==> images/clocks.png <==
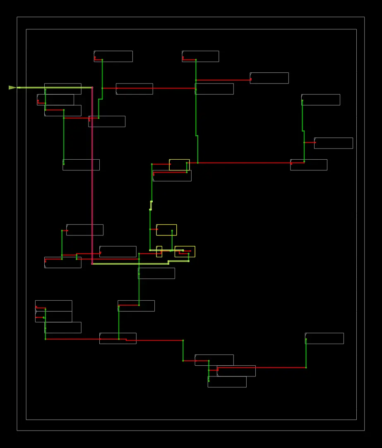
==> images/flops_by_reg.png <==
Scale bar: 20 um. Other sequential cells in the stronger gray, the rest of the logic in the fainter gray.
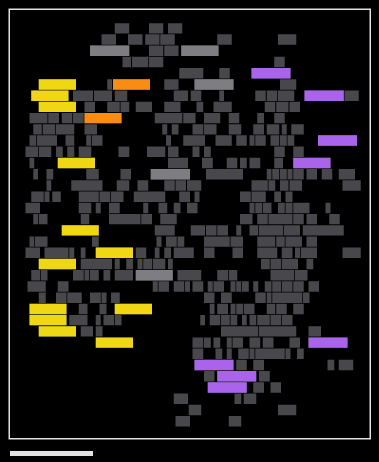
==> images/wires.png <==
Only two layers are drawn.
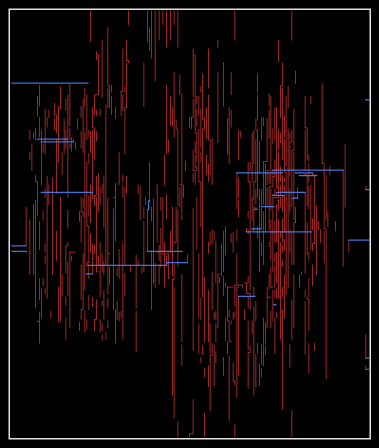
<file path="src/rtl/layer_scene_sequencer_if.sv">
// Control and output bundle between the demo timeline sequencer and its surroundings.
// Carries the frame-rate control pulses in and the registered layer/fade state out.
interface layer_scene_sequencer_if #(
    parameter int NUM_LAYERS = 7,
    parameter int NUM_SCENES = 4
);
    localparam int IDXW = (NUM_SCENES > 1) ? $clog2(NUM_SCENES) : 1;

    // No valid/ready pair: frame_start and skip are single-cycle pulses sampled on
    // every clock, run/pause are levels, and all outputs are registered and always valid.
    logic                  frame_start;
    logic                  run;
    logic                  pause;
    logic                  skip;
    logic [NUM_LAYERS-1:0] layer_en;
    logic [7:0]            fade_level;
    logic [IDXW-1:0]       scene_idx;
    logic                  scene_change;
    logic [1:0]            state;

    modport master (
        output frame_start, run, pause, skip,
        input  layer_en, fade_level, scene_idx, scene_change, state
    );

    modport slave (
        input  frame_start, run, pause, skip,
        output layer_en, fade_level, scene_idx, scene_change, state
    );
endinterface

</file>
<file path="src/rtl/layer_scene_sequencer.sv">
// Frame-synchronous scene timeline: walks a scene table giving each scene a
// fade-in, hold and fade-out, with layer masks swapped only on a black frame.
module layer_scene_sequencer #(
    parameter int NUM_LAYERS = 7,
    parameter int NUM_SCENES = 4,
    parameter int FRAMEW     = 12,
    parameter int FADE_STEP  = 51,
    parameter logic [NUM_SCENES*NUM_LAYERS-1:0] SCENE_MASK   = {NUM_SCENES{7'h7F}},
    parameter logic [NUM_SCENES*FRAMEW-1:0]     SCENE_FRAMES = {NUM_SCENES{12'd60}}
) (
    input logic video_clk_pix,
    input logic video_rst_n,
    layer_scene_sequencer_if.slave bus
);
    localparam int IDXW = (NUM_SCENES > 1) ? $clog2(NUM_SCENES) : 1;
    localparam logic [7:0]      STEP     = 8'(FADE_STEP);
    localparam logic [IDXW-1:0] LAST_IDX = IDXW'(NUM_SCENES - 1);

    typedef enum logic [1:0] {
        S_IDLE     = 2'd0,
        S_FADE_IN  = 2'd1,
        S_HOLD     = 2'd2,
        S_FADE_OUT = 2'd3
    } state_t;

    state_t                state_q, state_d;
    logic [7:0]            fade_q, fade_d;
    logic [FRAMEW-1:0]     hold_q, hold_d;
    logic [IDXW-1:0]       idx_q, idx_d;
    logic [NUM_LAYERS-1:0] layer_q, layer_d;
    logic                  change_q, change_d;
    logic                  skip_q, skip_d;

    logic                  tick;
    logic                  want_skip;
    logic [8:0]            fade_sum;
    logic [7:0]            fade_up;
    logic [7:0]            fade_dn;
    logic [IDXW-1:0]       idx_next;

    function automatic logic [NUM_LAYERS-1:0] mask_of(input logic [IDXW-1:0] i);
        logic [NUM_LAYERS-1:0] m;
        m = '0;
        for (int s = 0; s < NUM_SCENES; s++) begin
            if (i == IDXW'(s)) m = SCENE_MASK[s*NUM_LAYERS +: NUM_LAYERS];
        end
        return m;
    endfunction

    // Last hold count for a scene; a zero duration still holds for one tick.
    function automatic logic [FRAMEW-1:0] hold_last(input logic [IDXW-1:0] i);
        logic [FRAMEW-1:0] f;
        f = '0;
        for (int s = 0; s < NUM_SCENES; s++) begin
            if (i == IDXW'(s)) f = SCENE_FRAMES[s*FRAMEW +: FRAMEW];
        end
        return (f == '0) ? '0 : f - 1'b1;
    endfunction

    assign tick      = bus.frame_start && !bus.pause;
    assign want_skip = skip_q || bus.skip;
    assign fade_sum  = {1'b0, fade_q} + {1'b0, STEP};
    assign fade_up   = fade_sum[8] ? 8'hFF : fade_sum[7:0];
    assign fade_dn   = (fade_q > STEP) ? (fade_q - STEP) : 8'd0;
    assign idx_next  = (idx_q == LAST_IDX) ? '0 : idx_q + 1'b1;

    always_comb begin
        state_d  = state_q;
        fade_d   = fade_q;
        hold_d   = hold_q;
        idx_d    = idx_q;
        layer_d  = layer_q;
        change_d = 1'b0;
        skip_d   = skip_q;

        if (!bus.run) begin
            state_d = S_IDLE;
            fade_d  = 8'd0;
            hold_d  = '0;
            idx_d   = '0;
            layer_d = '0;
            skip_d  = 1'b0;
        end else if (!tick) begin
            skip_d = want_skip;
        end else begin
            // Every tick consumes a pending skip, whether or not the state uses it.
            skip_d = 1'b0;
            unique case (state_q)
                S_IDLE: begin
                    layer_d  = mask_of('0);
                    idx_d    = '0;
                    fade_d   = 8'd0;
                    change_d = 1'b1;
                    state_d  = S_FADE_IN;
                end
                S_FADE_IN: begin
                    if (want_skip) begin
                        state_d = S_FADE_OUT;
                    end else begin
                        fade_d = fade_up;
                        if (fade_up == 8'hFF) begin
                            hold_d  = '0;
                            state_d = S_HOLD;
                        end
                    end
                end
                S_HOLD: begin
                    if (want_skip) begin
                        state_d = S_FADE_OUT;
                    end else begin
                        hold_d = hold_q + 1'b1;
                        if (hold_q == hold_last(idx_q)) state_d = S_FADE_OUT;
                    end
                end
                S_FADE_OUT: begin
                    fade_d = fade_dn;
                    if (fade_dn == 8'd0) begin
                        idx_d    = idx_next;
                        layer_d  = mask_of(idx_next);
                        change_d = 1'b1;
                        state_d  = S_FADE_IN;
                    end
                end
                default: state_d = S_IDLE;
            endcase
        end
    end

    always_ff @(posedge video_clk_pix or negedge video_rst_n) begin
        if (!video_rst_n) begin
            state_q  <= S_IDLE;
            fade_q   <= 8'd0;
            hold_q   <= '0;
            idx_q    <= '0;
            layer_q  <= '0;
            change_q <= 1'b0;
            skip_q   <= 1'b0;
        end else begin
            state_q  <= state_d;
            fade_q   <= fade_d;
            hold_q   <= hold_d;
            idx_q    <= idx_d;
            layer_q  <= layer_d;
            change_q <= change_d;
            skip_q   <= skip_d;
        end
    end

    assign bus.layer_en     = layer_q;
    assign bus.fade_level   = fade_q;
    assign bus.scene_idx    = idx_q;
    assign bus.scene_change = change_q;
    assign bus.state        = state_q;
endmodule

</file>
<file path="src/flat_wrapper.sv">
// flat-port wrapper written by rule: the top's interface ports become plain ports
module layer_scene_sequencer_flat 
#(
    parameter int NUM_LAYERS = 7,
    parameter int NUM_SCENES = 4,
    parameter int FRAMEW     = 12,
    parameter int FADE_STEP  = 51,
    parameter logic [NUM_SCENES*NUM_LAYERS-1:0] SCENE_MASK   = {NUM_SCENES{7'h7F}},
    parameter logic [NUM_SCENES*FRAMEW-1:0]     SCENE_FRAMES = {NUM_SCENES{12'd60}}
)
  (video_clk_pix, video_rst_n, bus_frame_start, bus_run, bus_pause, bus_skip, bus_layer_en, bus_fade_level, bus_scene_idx, bus_scene_change, bus_state);
  layer_scene_sequencer_if #(.NUM_LAYERS(NUM_LAYERS), .NUM_SCENES(NUM_SCENES)) bus_i ();
  input logic video_clk_pix;
  input logic video_rst_n;
  input wire logic [$bits(bus_i.frame_start)-1:0] bus_frame_start;
  input wire logic [$bits(bus_i.run)-1:0] bus_run;
  input wire logic [$bits(bus_i.pause)-1:0] bus_pause;
  input wire logic [$bits(bus_i.skip)-1:0] bus_skip;
  output wire logic [$bits(bus_i.layer_en)-1:0] bus_layer_en;
  output wire logic [$bits(bus_i.fade_level)-1:0] bus_fade_level;
  output wire logic [$bits(bus_i.scene_idx)-1:0] bus_scene_idx;
  output wire logic [$bits(bus_i.scene_change)-1:0] bus_scene_change;
  output wire logic [$bits(bus_i.state)-1:0] bus_state;
  assign bus_i.frame_start = bus_frame_start;
  assign bus_i.run = bus_run;
  assign bus_i.pause = bus_pause;
  assign bus_i.skip = bus_skip;
  assign bus_layer_en = bus_i.layer_en;
  assign bus_fade_level = bus_i.fade_level;
  assign bus_scene_idx = bus_i.scene_idx;
  assign bus_scene_change = bus_i.scene_change;
  assign bus_state = bus_i.state;
  layer_scene_sequencer #(.NUM_LAYERS(NUM_LAYERS), .NUM_SCENES(NUM_SCENES), .FRAMEW(FRAMEW), .FADE_STEP(FADE_STEP), .SCENE_MASK(SCENE_MASK), .SCENE_FRAMES(SCENE_FRAMES)) u_core (.video_clk_pix(video_clk_pix), .video_rst_n(video_rst_n), .bus(bus_i));
endmodule
</file>
<file path="config.mk">
export PLATFORM = sky130hd
export DESIGN_NAME = layer_scene_sequencer_flat
export DESIGN_NICKNAME = d
export VERILOG_FILES = /design/src/rtl/layer_scene_sequencer_if.sv /design/src/rtl/layer_scene_sequencer.sv /design/src/flat_wrapper.sv
export SDC_FILE = /design/constraint.sdc
export NUM_CORES = 1
export LEC_CHECK = 0
export ABC_AREA = 0
export CORE_ASPECT_RATIO = 1.2
export CORE_MARGIN = 2
export CORE_UTILIZATION = 25
export DETAILED_ROUTE_END_ITERATION = 12
export PLACE_DENSITY_LB_ADDON = 0.12
export RECOVER_POWER = 50
export SETUP_SLACK_MARGIN = 0.2
export SYNTH_ARGS = -nofsm -noshare
export SYNTH_HDL_FRONTEND = slang
export SYNTH_SLANG_ARGS = --single-unit
</file>
<file path="constraint.sdc">
create_clock -name video_clk_pix -period 2 [get_ports video_clk_pix]
set_input_delay 0.4 -clock video_clk_pix [delete_from_list [all_inputs] [get_ports video_clk_pix]]
set_output_delay 0.4 -clock video_clk_pix [all_outputs]
set_load 0.01 [all_outputs]
</file>
==> flow_summary_export.csv <==
group,metric,value,unit
outcome,failed_checks,"negative setup slack",
final_timing,holdWs,541.9,ps
place,dpl-instance-area,0.002920,mm2
critical_path,cp_data_arrival_time,2350,ps
pwr,peakVddDrop,0.0003280,V
clock_network,path_clk_slew,100,ps
yosys,ys.flops,27,
grt,grt.met3_usage,1.753,%
critical_path,worst-r2r-cell-count,7,
pwr,powerDensity,649.3,mW/mm2
critical_path,crit_end,"u_core.hold_q[5]",
place,dp_hpwl,4.901,mm
final_timing,report.final.slew_viol_count,0,
critical_path,r2r_start,"u_core.bus.fade_level[0]",
hold_path,hold_path_depth,1,
clock_network,hold_buffers,0,
hold_path,hp-class,"flip-flop to flip-flop",
critical_path,crit_path_start_kind,"flip-flop",
critical_path,cp_slowest_cell,"dfrtp_2",
route,drc,0,
critical_path,cp_max_fo,6,
grt,grt_pass1_vias,2249,
yosys,yosys-top-cells-count,"dfrtp_1, nand2_1, nor2_1",
flow_run,maxCapViolCount,0,
outcome,status,"finished with violations",
yosys,ys_seq_share,32.61,%
grt,grt_first_pass_wirelength,11.00,mm
yosys,async_flop_share,100.0,%
cells_and_area,final-instance-count-excl-fill,431,
cells_and_area,stdcell_area,0.003304,mm2
die,initial_core_util,25.56,%
place,dp_cells,415,
critical_path,r2r-end,"u_core.hold_q[5]",
die,io_pins,26,
cells_and_area,layout-drive-gt1-share,43.15,%
cells_and_area,nets,351,
critical_path,startpoint,"u_core.bus.fade_level[0]",
yosys,top_area_cell,"dfrtp_1",
critical_path,slowest_delay,470,ps
clock_network,tritoncts,"built",
clock_network,cts_buffers,3,
yosys,synth_chip_area,0.002072,mm2
critical_path,required,2190,ps
yosys,fp_nets,258,
yosys,ys_cells,244,
final_timing,hold_viol_final,0,
yosys,topCellsByArea,"dfrtp_1, ha_1, o21ai_0",
final_timing,setup_viol,18,
final_timing,rsz0062_at_grt,"true",
grt,grt-ovfl-total,0,
final_timing,setup_slack,-156.5,ps
critical_path,path_depth,7,
final_timing,fin_setup_tns,-1986,ps
yosys,synth_top_area_share,32.61,%
yosys,syn-cell-area,0.002072,mm2
clock_network,cts_resized,32,
die,design.core.area,0.008108,mm2
critical_path,crit_type,"flip-flop to flip-flop",
grt,antenna_found_initial,0,
yosys,synth-edff-count,0,
yosys,yosysWarnings,0,
place,io_buffers,25,
final_timing,fin_skew,2.748,ps
clock_network,postCtsSetupBuffers,10,
clock_network,root_buffer,"clkbuf_8",
hold_path,hold_end,"u_core.hold_q[4]",
route,ant_nets,0,
yosys,ff_type,"dfrtp_1",
flow_run,tool_warnings,33,
cells_and_area,antenna_cells,0,
grt,grt.met1_usage,18.87,%
route,drtIter0Drc,60,
grt,grtUsageMet2,26.94,%
yosys,netlist_instances,244,
clock_network,cts_buffer_depth,2,
-- clocks.png (at the start) --
registers: 27
Clock Sinks: 27

-- flops_by_reg.png (at the start) --
Key: orange = `u_core.bus.scene_idx` [sequential cells 2]; yellow = `u_core.hold_q` [sequential cells 12]; purple = `u_core.bus.fade_level` [sequential cells 8]
Another 5 sequential cells are not colored.
seq pwr: 0.000656 W
flop share of the area: 20.83%
register area: 688.2 um2
final core utilization: 40.76%

-- wires.png (at the start) --
Key: red = metal 2 [wire length 3,610 um]; blue = metal 3 [wire length 170 um]
final wirelength: 6.814 mm
Routed WL per cell: 15.81 um
Global Route Usage Sum: 15.26%
Vias: 2,182

-- sequential cells by signal, indices dropped and copies added, names as in the netlist --
name                     flops
u_core.bus.fade_level        8
u_core.skip_q                1
u_core.hold_q               12
u_core.bus.state             2
u_core.bus.scene_idx         2
u_core.bus.scene_change      1
u_core.bus.layer_en          1
-- final cells by class --
cell class / instances / area [um2]
clock buffers: 4 / 45.04
fillers: 830 / 4803
inverters: 8 / 30.03
multi-input cells: 193 / 1540
flip-flops and latches: 27 / 688.2
well taps: 95 / 118.9
repair buffers: 104 / 882.1
-- metrics by stage --
stage	worst slack, ps	util (%)	power [W]
2_1_floorplan	-33.61	-	0.001188
3_3_place_gp	-245.8	36.02	0.001628
3_5_place_dp	-283.9	36.02	0.001621
4_1_cts	-133.6	38.98	0.002075
5_1_grt	-223.0	40.76	0.002287
6_report	-156.5	40.76	0.002146
-- power breakdown --
| group | internal [W] | switching (W) | total (W) |
|---|---|---|---|
| clock network | 0.000143 | 0.000192 | 0.000335 |
| registers | 0.000592 | 0.0000633 | 0.000656 |
| logic | 0.000586 | 0.000568 | 0.00115 |
-- metal layers --
layer | part of all wire, % | wire length [um] | vias to the layer above
li1 | - | - | 1079
met1 | 43 | 2944 | 1054
met2 | 53 | 3610 | 43
met3 | 2.5 | 170 | 6
met4 | 1.3 | 89 | 0
met5 | 0 | 0 | -
-- kinds of logic (layout without fill, tap and decap cells) --
family	count (synthesis)	count (layout)	synth area share, %
AOI/OAI and AO/OA	83	83	26.75
xor gates and xnor gates	4	4	1.691
adders and majority gates	8	8	4.831
buffers and inverters	25	116	7.246
DFF	27	27	32.61
muxes	2	2	1.027
and+or+nand+nor	95	96	25.85
Power is estimated from default activity; no workload was simulated.
